Figure 1. Cells by drive strength (run 1).
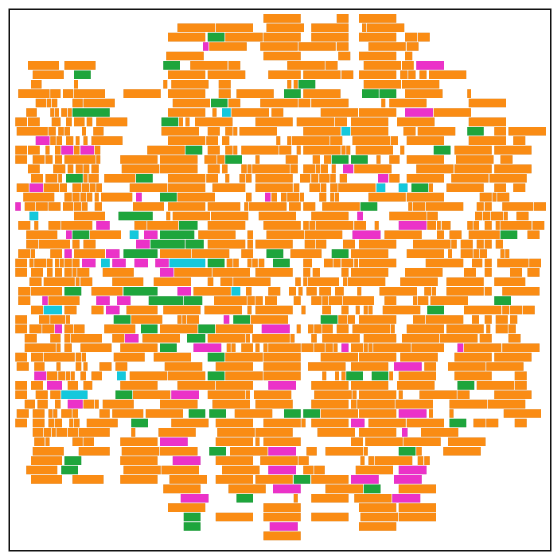
Figure 2. Cells colored by class (run 1).
Scale bar: 50 µm. Fill, decap, tap and diode cells in gray.
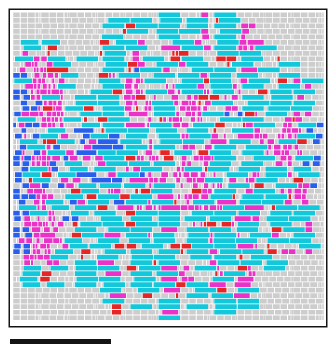
Figure 3. Signal wires on met2 (run 1).
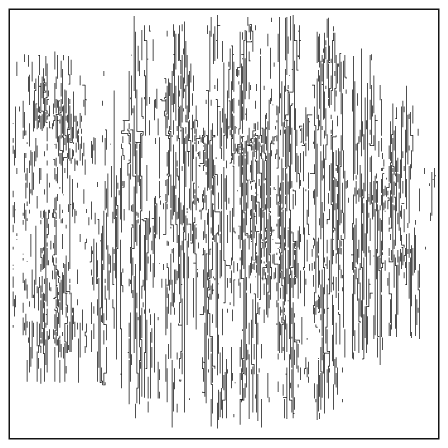
Figure 4. The clock network (run 1).
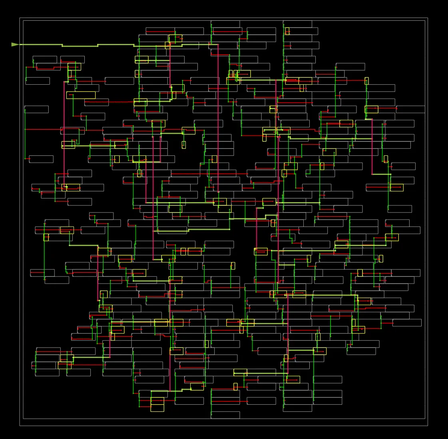
`src/rtl/mem_ctrl_pkg.sv`:
```
// Shared definitions for the test-memory request/response controller.
// Optional parity protection is enabled with the MEM_CTRL_PARITY_EN macro.
package mem_ctrl_pkg;

   localparam int ADDR_W_DEF = 5;
   localparam int DATA_W_DEF = 8;
   localparam int CNT_W_DEF  = 16;

   typedef enum logic [1:0] {
      IDLE  = 2'd0,
      WRITE = 2'd1,
      READ  = 2'd2,
      RESP  = 2'd3
   } state_t;

   typedef struct packed {
      logic                  write;
      logic [ADDR_W_DEF-1:0] addr;
      logic [DATA_W_DEF-1:0] data;
   } req_t;

   // Even parity: the stored bit makes the total count of ones even.
   function automatic logic even_par(input logic [DATA_W_DEF-1:0] d);
      return ^d;
   endfunction

endpackage

```
`src/rtl/mem_ctrl_array.sv`:
```
// Test-memory storage: synchronous write port, registered read port.
// With MEM_CTRL_PARITY_EN a parity bit is stored alongside each word.
// Storage is deliberately not reset; only the read register is.
module mem_ctrl_array
   import mem_ctrl_pkg::*;
#(
   parameter int ADDR_W = ADDR_W_DEF,
   parameter int DATA_W = DATA_W_DEF
) (
   input  logic              clk,
   input  logic              rst_n,
   input  logic              we,
   input  logic              re,
   input  logic [ADDR_W-1:0] addr,
   input  logic [DATA_W-1:0] wdata,
`ifdef MEM_CTRL_PARITY_EN
   input  logic              wpar,
   output logic              rpar,
`endif
   output logic [DATA_W-1:0] rdata
);

   localparam int DEPTH = 1 << ADDR_W;

   logic [DATA_W-1:0] mem [DEPTH];

   // Word write; contents survive reset.
   always_ff @(posedge clk) begin
      if (we) mem[addr] <= wdata;
   end

   // Read register holds its value between reads.
   always_ff @(posedge clk or negedge rst_n) begin
      if (!rst_n)  rdata <= '0;
      else if (re) rdata <= mem[addr];
   end

`ifdef MEM_CTRL_PARITY_EN
   logic mem_par [DEPTH];

   // Parity bit write, same timing as the data word.
   always_ff @(posedge clk) begin
      if (we) mem_par[addr] <= wpar;
   end

   // Parity bit read register, aligned with rdata.
   always_ff @(posedge clk or negedge rst_n) begin
      if (!rst_n)  rpar <= 1'b0;
      else if (re) rpar <= mem_par[addr];
   end
`endif

endmodule

```
`src/rtl/mem_ctrl.sv`:
```
// Request/response controller for the 32 x 8 on-chip test memory.
// One request in flight; saturating write/read completion counters.
// MEM_CTRL_PARITY_EN adds err_inject, rsp_err and sticky parity_err.
//
// state | meaning
// IDLE  | ready for a request
// WRITE | array write of the captured request
// READ  | array read into the response register
// RESP  | response presented, waiting for rsp_ready
module mem_ctrl
   import mem_ctrl_pkg::*;
#(
   parameter int ADDR_W = ADDR_W_DEF,
   parameter int DATA_W = DATA_W_DEF,
   parameter int CNT_W  = CNT_W_DEF
) (
   input  logic              clk,
   input  logic              rst_n,
   input  logic              req_valid,
   output logic              req_ready,
   input  logic              req_write,
   input  logic [ADDR_W-1:0] req_addr,
   input  logic [DATA_W-1:0] req_wdata,
   output logic              rsp_valid,
   input  logic              rsp_ready,
   output logic [DATA_W-1:0] rsp_rdata,
`ifdef MEM_CTRL_PARITY_EN
   input  logic              err_inject,
   output logic              rsp_err,
   output logic              parity_err,
`endif
   output logic              busy,
   output logic [CNT_W-1:0]  wr_cnt,
   output logic [CNT_W-1:0]  rd_cnt
);

   localparam logic [1:0] S_IDLE  = IDLE;
   localparam logic [1:0] S_WRITE = WRITE;
   localparam logic [1:0] S_READ  = READ;
   localparam logic [1:0] S_RESP  = RESP;

   localparam logic [CNT_W-1:0] CNT_MAX = '1;

   logic [1:0] state;
   req_t       req_q;
   logic       we;
   logic       re;

   // rst_n gates ready so nothing is accepted while reset is held.
   assign req_ready = rst_n && (state == S_IDLE);
   assign busy      = (state != S_IDLE);
   assign rsp_valid = (state == S_RESP);
   assign we        = (state == S_WRITE);
   assign re        = (state == S_READ);

   // Request capture and state sequencing.
   always_ff @(posedge clk or negedge rst_n) begin
      if (!rst_n) begin
         state <= S_IDLE;
         req_q <= '0;
      end else begin
         case (state)
            S_IDLE: begin
               if (req_valid) begin
                  req_q <= '{write: req_write, addr: req_addr, data: req_wdata};
                  state <= req_write ? S_WRITE : S_READ;
               end
            end
            S_WRITE: state <= S_IDLE;
            S_READ:  state <= S_RESP;
            S_RESP:  if (rsp_ready) state <= S_IDLE;
            default: state <= S_IDLE;
         endcase
      end
   end

   // Completion counters, saturating at all-ones.
   always_ff @(posedge clk or negedge rst_n) begin
      if (!rst_n) begin
         wr_cnt <= '0;
         rd_cnt <= '0;
      end else begin
         if (we && wr_cnt != CNT_MAX) wr_cnt <= wr_cnt + 1'b1;
         if (rsp_valid && rsp_ready && rd_cnt != CNT_MAX) rd_cnt <= rd_cnt + 1'b1;
      end
   end

`ifdef MEM_CTRL_PARITY_EN
   logic inj_q;
   logic rpar;

   // Injection flag is sampled with the request, like the data.
   always_ff @(posedge clk or negedge rst_n) begin
      if (!rst_n)                        inj_q <= 1'b0;
      else if (state == S_IDLE && req_valid) inj_q <= err_inject;
   end

   assign rsp_err = rsp_valid && (even_par(rsp_rdata) != rpar);

   // Sticky error, cleared only by reset.
   always_ff @(posedge clk or negedge rst_n) begin
      if (!rst_n)       parity_err <= 1'b0;
      else if (rsp_err) parity_err <= 1'b1;
   end
`endif

   mem_ctrl_array #(
      .ADDR_W (ADDR_W),
      .DATA_W (DATA_W)
   ) u_array (
      .clk   (clk),
      .rst_n (rst_n),
      .we    (we),
      .re    (re),
      .addr  (req_q.addr),
      .wdata (req_q.data),
`ifdef MEM_CTRL_PARITY_EN
      .wpar  (even_par(req_q.data) ^ inj_q),
      .rpar  (rpar),
`endif
      .rdata (rsp_rdata)
   );

endmodule

```
`config.mk`:
```
export PLATFORM = sky130hd
export DESIGN_NAME = mem_ctrl
export DESIGN_NICKNAME = d
export VERILOG_FILES = /design/src/rtl/mem_ctrl_pkg.sv /design/src/rtl/mem_ctrl_array.sv /design/src/rtl/mem_ctrl.sv
export SDC_FILE = /design/constraint.sdc
export NUM_CORES = 1
export LEC_CHECK = 0
export CAP_MARGIN = 40
export CORE_UTILIZATION = 53
export CTS_BUF_LIST = sky130_fd_sc_hd__clkbuf_8
export DETAILED_ROUTE_END_ITERATION = 10
export PLACE_DENSITY = 0.72
export SETUP_SLACK_MARGIN = 0.4
export SYNTH_ARGS = -nofsm -noshare
export SYNTH_HDL_FRONTEND = slang
export SYNTH_HIERARCHICAL = 1
export SYNTH_SLANG_ARGS = --single-unit
```
`constraint.sdc`:
```
create_clock -name clk -period 5.3 [get_ports clk]
set_input_delay 1.06 -clock clk [delete_from_list [all_inputs] [get_ports clk]]
set_output_delay 1.06 -clock clk [all_outputs]
set_load 0.01 [all_outputs]
```
==> results.cfg, run 1 <==
; flow metrics
[pwr]
powerComb_mw = 2.13
pwr-share-clk_pct = 25.2
power.group.top = registers
power.share.switching_pct = 32.69
seq_cell_power_mw = 3.60
pwr-share-seq_pct = 47.0
power.internal_mw = 5.154
combPwrFrac_pct = 27.8
power_switching_mw = 2.503
total_power_mw = 7.657
powerDensity_mw_per_mm2 = 524.9

[clock_network]
holdBufCountCts = 0
post_cts_buffers = 0
cts_tree = yes

[synthesis]
ys_seq_share_pct = 72.02
yosys_area_mm2 = 0.01258
fp_nets = 771
yosys.area_share.simple_pct = 7.835
common_cells = edfxtp_1, mux2i_1, nor2_1, dfrtp_1, nand2_1
synth_area_mm2 = 0.01258
ys_top_logic_family = multiplexers
ys_sh_aoi_pct = 3.897
top_cells_by_area = edfxtp_1, dfrtp_1, mux2i_1
synth_stat.cells = 751
edf_count = 256
fa_ha_area_share_pct = 0.1988
most_common_cell = edfxtp_1
ys_sh_xor_pct = 1.740
syn_inst = 751
yosysUniqueCellTypes = 57

[critical_path]
cp-startpoint = req_q[9]
path_depth = 3
slowest_stage = dfrtp_4
arrival_ps = 3350
critPathKind = reg -> reg
crit_fanout = 50
r2r_setup_slack_ps = 2130
worstSetupEndpoint = u_array/mem[30][4]
startpoint_type = flop

[place]
io_buffers = 60
hpwl_mm = 18.68

[final_layout]
inverters = 6
finalNetCount = 868
layout-drive-gt1-share_pct = 15.41
largest_register_ffs = 256
final-nonclk-buf-share_pct = 5.986
logic_area_mm2 = 0.003276
n_antenna_cell = 0
final_cells = 1208
top_register = u_array/mem
top_regs = u_array/mem (256), rd_cnt (16), wr_cnt (16)
most-common-layout-cells = edfxtp_1, mux2i_1, clkdlybuf4s50_1

[worst_hold_path]
holdPathEnd = wr_cnt[5]
hold_path.class = reg -> reg

[timing]
fin_crit_ps = 3169
finalHoldViolations = 0
rsz0062_at_grt = no
period_used_pct = 59.80
relSlewSlack_pct = 38.59
worst_pin_slew_ps = 919.2
tns_ps = 0
fin_hold_ws_ps = 509.3
max_freq_mhz = 315.5

[die]
tapCellCount = 319
die_x_um = 156.1
initial_utilization_pct = 53.77
pin_count = 61

[global_route]
grt-busiest-layer = met2
grtUsageMet1_pct = 32.97
antenna_found_initial = 0
grt_pass1_vias = 7387

[route]
highest_layer = met4
drt-wirelength-per-cell_um = 23.08
drt-met1-wl_mm = 11.63
drt_iter0_markers = 598
wl_met3_mm = 2.252
ant_nets = 0
wl_met2_mm = 13.31
drc_errors = 0

[flow_run]
warnings = 26
maxCapViolations = 0

[outcome]
status = complete, no violations
-- Figure 1 (at the start) --
Key: green = x6 and larger [cells 67, share 7.5%]; cyan = x3 and x4 [cells 12, share 1.3%]; magenta = x2 [cells 58, share 6.5%]; orange = x1 and smaller [cells 752, share 85%]
final non-filler cell area: 0.01459 mm²
Non-clk bufs: 77
P&R area growth vs syn: 15.93%
worst setup slack after layout: 2131 ps

-- Figure 2 (at the start) --
Key: cyan = registers [cells 311]; blue = remaining buffers and delay cells [cells 77]; red = clock drivers and dummy loads [cells 92]; magenta = remaining logic cells [cells 409]
Core Area: 0.02340 mm²
row cnt: 56
sequential share of cell area: 62.15%
fin util: 62.34%

-- Figure 3 (at the start) --
The layer holds 48% of the routed length. The wires run mostly vertical.
GR Util met2: 38.50%
Routed WL: 27.89 mm
via count: 7162

-- Figure 4 (at the start) --
FF+latch count: 311
P_clk: 1.93 mW
Clock Sinks: 311
Clk Latency, worst-skew pair: 570 ps

Figure 5. Gate families picked out (run 1).
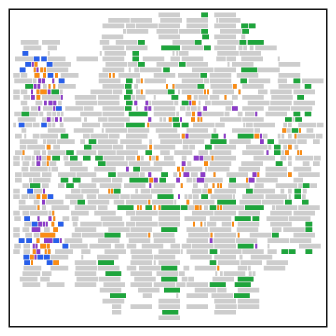

==> inputs of run 2 (changes only) <==
--- a/config.mk
+++ b/config.mk
@@ -9,7 +9,7 @@
 export CORE_UTILIZATION = 53
 export CTS_BUF_LIST = sky130_fd_sc_hd__clkbuf_8
 export DETAILED_ROUTE_END_ITERATION = 10
-export PLACE_DENSITY = 0.72
+export PLACE_DENSITY = 0.74
 export SETUP_SLACK_MARGIN = 0.4
 export SYNTH_ARGS = -nofsm -noshare
 export SYNTH_HDL_FRONTEND = slang
==> constraint.sdc (replaced) <==
create_clock -name clk -period 2.9 [get_ports clk]
set_input_delay 0.58 -clock clk [delete_from_list [all_inputs] [get_ports clk]]
set_output_delay 0.58 -clock clk [all_outputs]
set_load 0.01 [all_outputs]
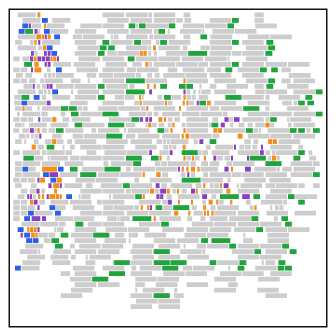
Figure 6: run 2, gate families picked out.
Key: purple = nand cells [cells 68, most used nand2_1]; blue = xor and xnor cells [cells 25, most used xor2_1]; orange = nor cells [cells 99, most used nor2_1]; green = mux cells [cells 115, most used mux2i_1, where all over the die]
most used logic cell in the final layout: edfxtp_1
multi-input logic portion of the cell area: 22.06%
Layout Cells excl Fill: 1251

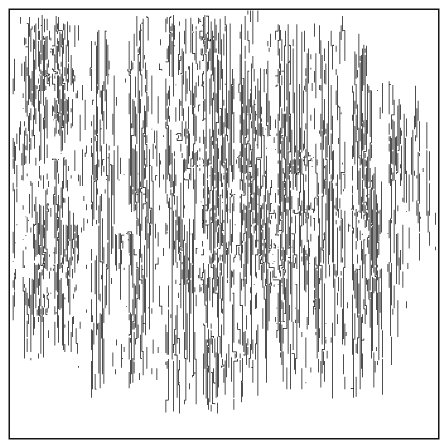
Figure 7: run 2, signal wires on met2.
The wires run mostly vertical. 822 nets have wire on it.
Routed WL: 29.09 mm
via count: 7438
GR Util met2: 42.01%

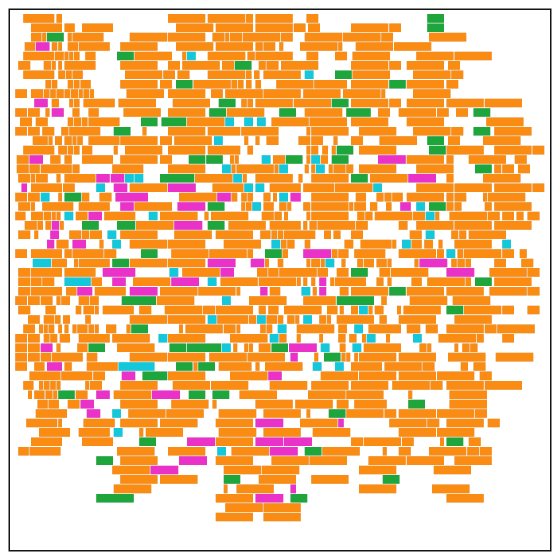
Figure 8: run 2, cells by drive strength.
Key: cyan = x3 and x4 [cells 58, share 6.2%]; magenta = x2 [cells 57, share 6.1%]; green = x6 and larger [cells 65, share 7.0%]; orange = x1 and smaller [cells 752, share 81%]
final non-filler cell area: 0.01490 mm²
P&R area growth vs syn: 18.36%

==> run 2 against run 1 <==
  * Sequential cell count is the same
  * Synthesized cell count is the same
  * Routed wire length grew 4.3%
  * Clock power grew 84%
  * Critical path depth grew 1
  * Clock skew shrank 10 ps
  * Critical endpoint is now u_array/mem[21][5]
  * Largest power group unchanged
==> results.cfg, run 2 <==
; flow metrics
[flow_run]
warnings = 26
maxCapViolations = 0

[final_layout]
finalNetCount = 912
ff_count = 311
sh_seq_area_pct = 60.89
layout-drive-gt1-share_pct = 19.31
final-nonclk-buf-share_pct = 7.770
inverters = 6
n_antenna_cell = 0
n_all_buffers = 121

[pwr]
power.internal_mw = 9.634
power_switching_mw = 4.608
combPwrFrac_pct = 29.8
power.share.switching_pct = 32.36
pwr-share-clk_pct = 25.0
clock_power_mw = 3.56

[synthesis]
ys_top_logic_family = multiplexers
edf_count = 256
top_cells_by_area = edfxtp_1, dfrtp_1, mux2i_1
common_cells = edfxtp_1, mux2i_1, nor2_1, dfrtp_1, nand2_1
ys_sh_xor_pct = 1.740
ys_sh_aoi_pct = 3.897
syn_inst = 751

[clock_network]
post_cts_buffers = 1
cts_tree = yes

[timing]
finalHoldViolations = 0
relSlewSlack_pct = 41.57
fin_ws_ps = 455.4
period_used_pct = 84.30

[outcome]
status = complete, no violations

[die]
pin_count = 61
tapCellCount = 319

[route]
wl_met3_mm = 2.292

[critical_path]
path_depth = 4
critPathKind = reg -> reg
crit_fanout = 18

[global_route]
grt_pass1_vias = 7747

[place]
io_buffers = 60
Figure 9. Cells colored by class (run 2).
Scale bar: 50 µm. Fill, decap, tap and diode cells in gray.
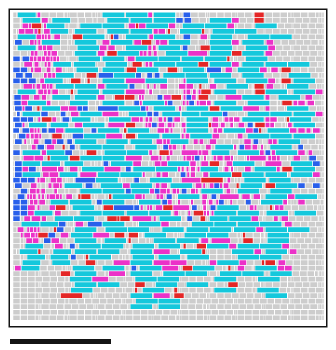

==> inputs of run 3 (changes only) <==
==> constraint.sdc (replaced) <==
create_clock -name clk -period 2.2 [get_ports clk]
set_input_delay 0.44 -clock clk [delete_from_list [all_inputs] [get_ports clk]]
set_output_delay 0.44 -clock clk [all_outputs]
set_load 0.01 [all_outputs]
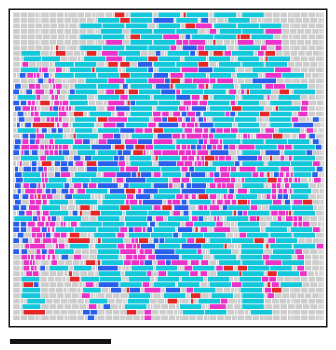
Figure 10: run 3, cells colored by class.
Scale bar: 50 µm. Fill, decap, tap and diode cells in gray.
Key: cyan = registers [cells 311]; red = clock drivers and dummy loads [cells 92]; magenta = remaining logic cells [cells 409]; blue = remaining buffers and delay cells [cells 189]
final non-filler cell area: 0.01650 mm²
sequential share of cell area: 55.07%

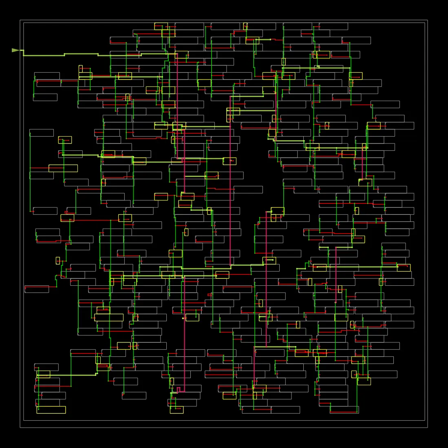
Figure 11: run 3, the clock network.
number of clock buffers in the layout: 56
total CTS buffers: 49
P_clk: 4.86 mW
Clk Latency, worst-skew pair: 560 ps

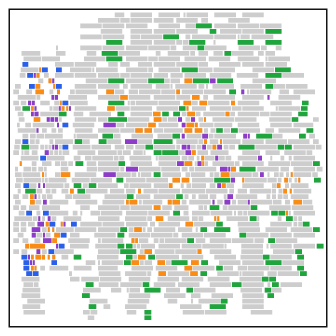
Figure 12: run 3, gate families picked out.
Key: blue = xor and xnor cells [cells 25, most used xor2_1]; purple = nand cells [cells 68, most used nand2_1]; orange = nor cells [cells 99, most used nor2_4]; green = mux cells [cells 115, most used mux2i_1, where all over the die]
Layout Cells excl Fill: 1320
multi-input logic portion of the cell area: 22.72%

==> run 3 against run 2 <==
  * Core utilization rose by 6.8 points
  * Final area up 11%
  * Total power increased by 50%
  * Critical path depth increased by 2
  * Largest power group unchanged
  * First-iteration DRC count decreased by 11%
  * Sequential cell count unchanged
  * Clock skew is 11 ps higher
  * Clock-buffer cell count unchanged
  * Die size unchanged
  * Via count grew 5.9%
  * Sequential share of layout area fell by 5.8 points
==> results.cfg, run 3 <==
; flow metrics
[critical_path]
slowest_stage = mux4_2
path_cells = buf_12 > buf_16 > mux4_2 > nand2_2 > o211ai_1 > o32a_1
r2r_setup_slack_ps = 230
startpoint_type = flop
critPathTopFamily = multiplexers
arrival_ps = 2420
crit_fanout = 7
rr_startpoint = req_q[9]
path_depth = 6
critPathKind = reg -> reg

[final_layout]
n_all_buffers = 189
most-common-layout-cells = edfxtp_1, buf_4, mux2i_1
top_register = u_array/mem
fillers = 1467
fin_util_pct = 70.49
seqCellArea_mm2 = 0.009085
finalNetCount = 980
ff_count = 311
final-nonclk-buf-share_pct = 13.61
clockNetworkAreaShare_pct = 6.022
n_antenna_cell = 0
layout_top_cell = edfxtp_1
layout-drive-gt1-share_pct = 34.17
comb_cells = 403
inverters = 6
syn2layout_area_growth_pct = 31.09

[clock_network]
holdBufCountCts = 0
cts_tree = yes
cts_buffer_depth = 3
post_cts_buffers = 58
cts_resized = 96
cts-root-buf = clkbuf_8

[pwr]
combPwrFrac_pct = 38.0
power.group.top = registers
total_power_mw = 21.34
power_switching_mw = 7.043
pwr-share-clk_pct = 22.8
power.internal_mw = 14.30
pwr-share-seq_pct = 39.2
power.share.switching_pct = 33.01
powerComb_mw = 8.11

[timing]
tns_ps = 0
finalHoldViolations = 0
max_freq_mhz = 506.4
relSlewSlack_pct = 49.87
fin_ws_ps = 225.1
setup_viol = 0
period_used_pct = 89.77
finClkSkew_ps = 24.09
slew_viol_final = 0

[place]
io_buffers = 60
hpwl_mm = 19.16

[route]
num_vias = 7874
routed_via_density = 5.965
wl_met2_mm = 16.47
wl_mm = 32.68
wl_met3_mm = 2.550
drt-wirelength-per-cell_um = 24.76
drt-met1-wl_mm = 12.60
drc_errors = 0

[synthesis]
flop_cell = edfxtp_1
fp_nets = 771
synth_area_per_cell_um2 = 16.76
common_cells = edfxtp_1, mux2i_1, nor2_1, dfrtp_1, nand2_1
ys_sh_aoi_pct = 3.897
ys_sh_xor_pct = 1.740
edf_count = 256
top_cells_by_area = edfxtp_1, dfrtp_1, mux2i_1
ys_top_logic_family = multiplexers
ys.flops = 311
syn_inst = 751

[global_route]
grt_pass1_vias = 7931
gr-usage-met3_pct = 6.083
antenna_found_initial = 1
use_met2_pct = 43.79
grt_pass1_wl_mm = 47.41

[flow_run]
maxCapViolations = 0
warnings = 28

[outcome]
status = complete, no violations

[die]
pin_count = 61
num_rows = 56
tapCellCount = 319

[worst_hold_path]
hold_path.class = in -> async
Power is estimated from default activity; no workload was simulated.
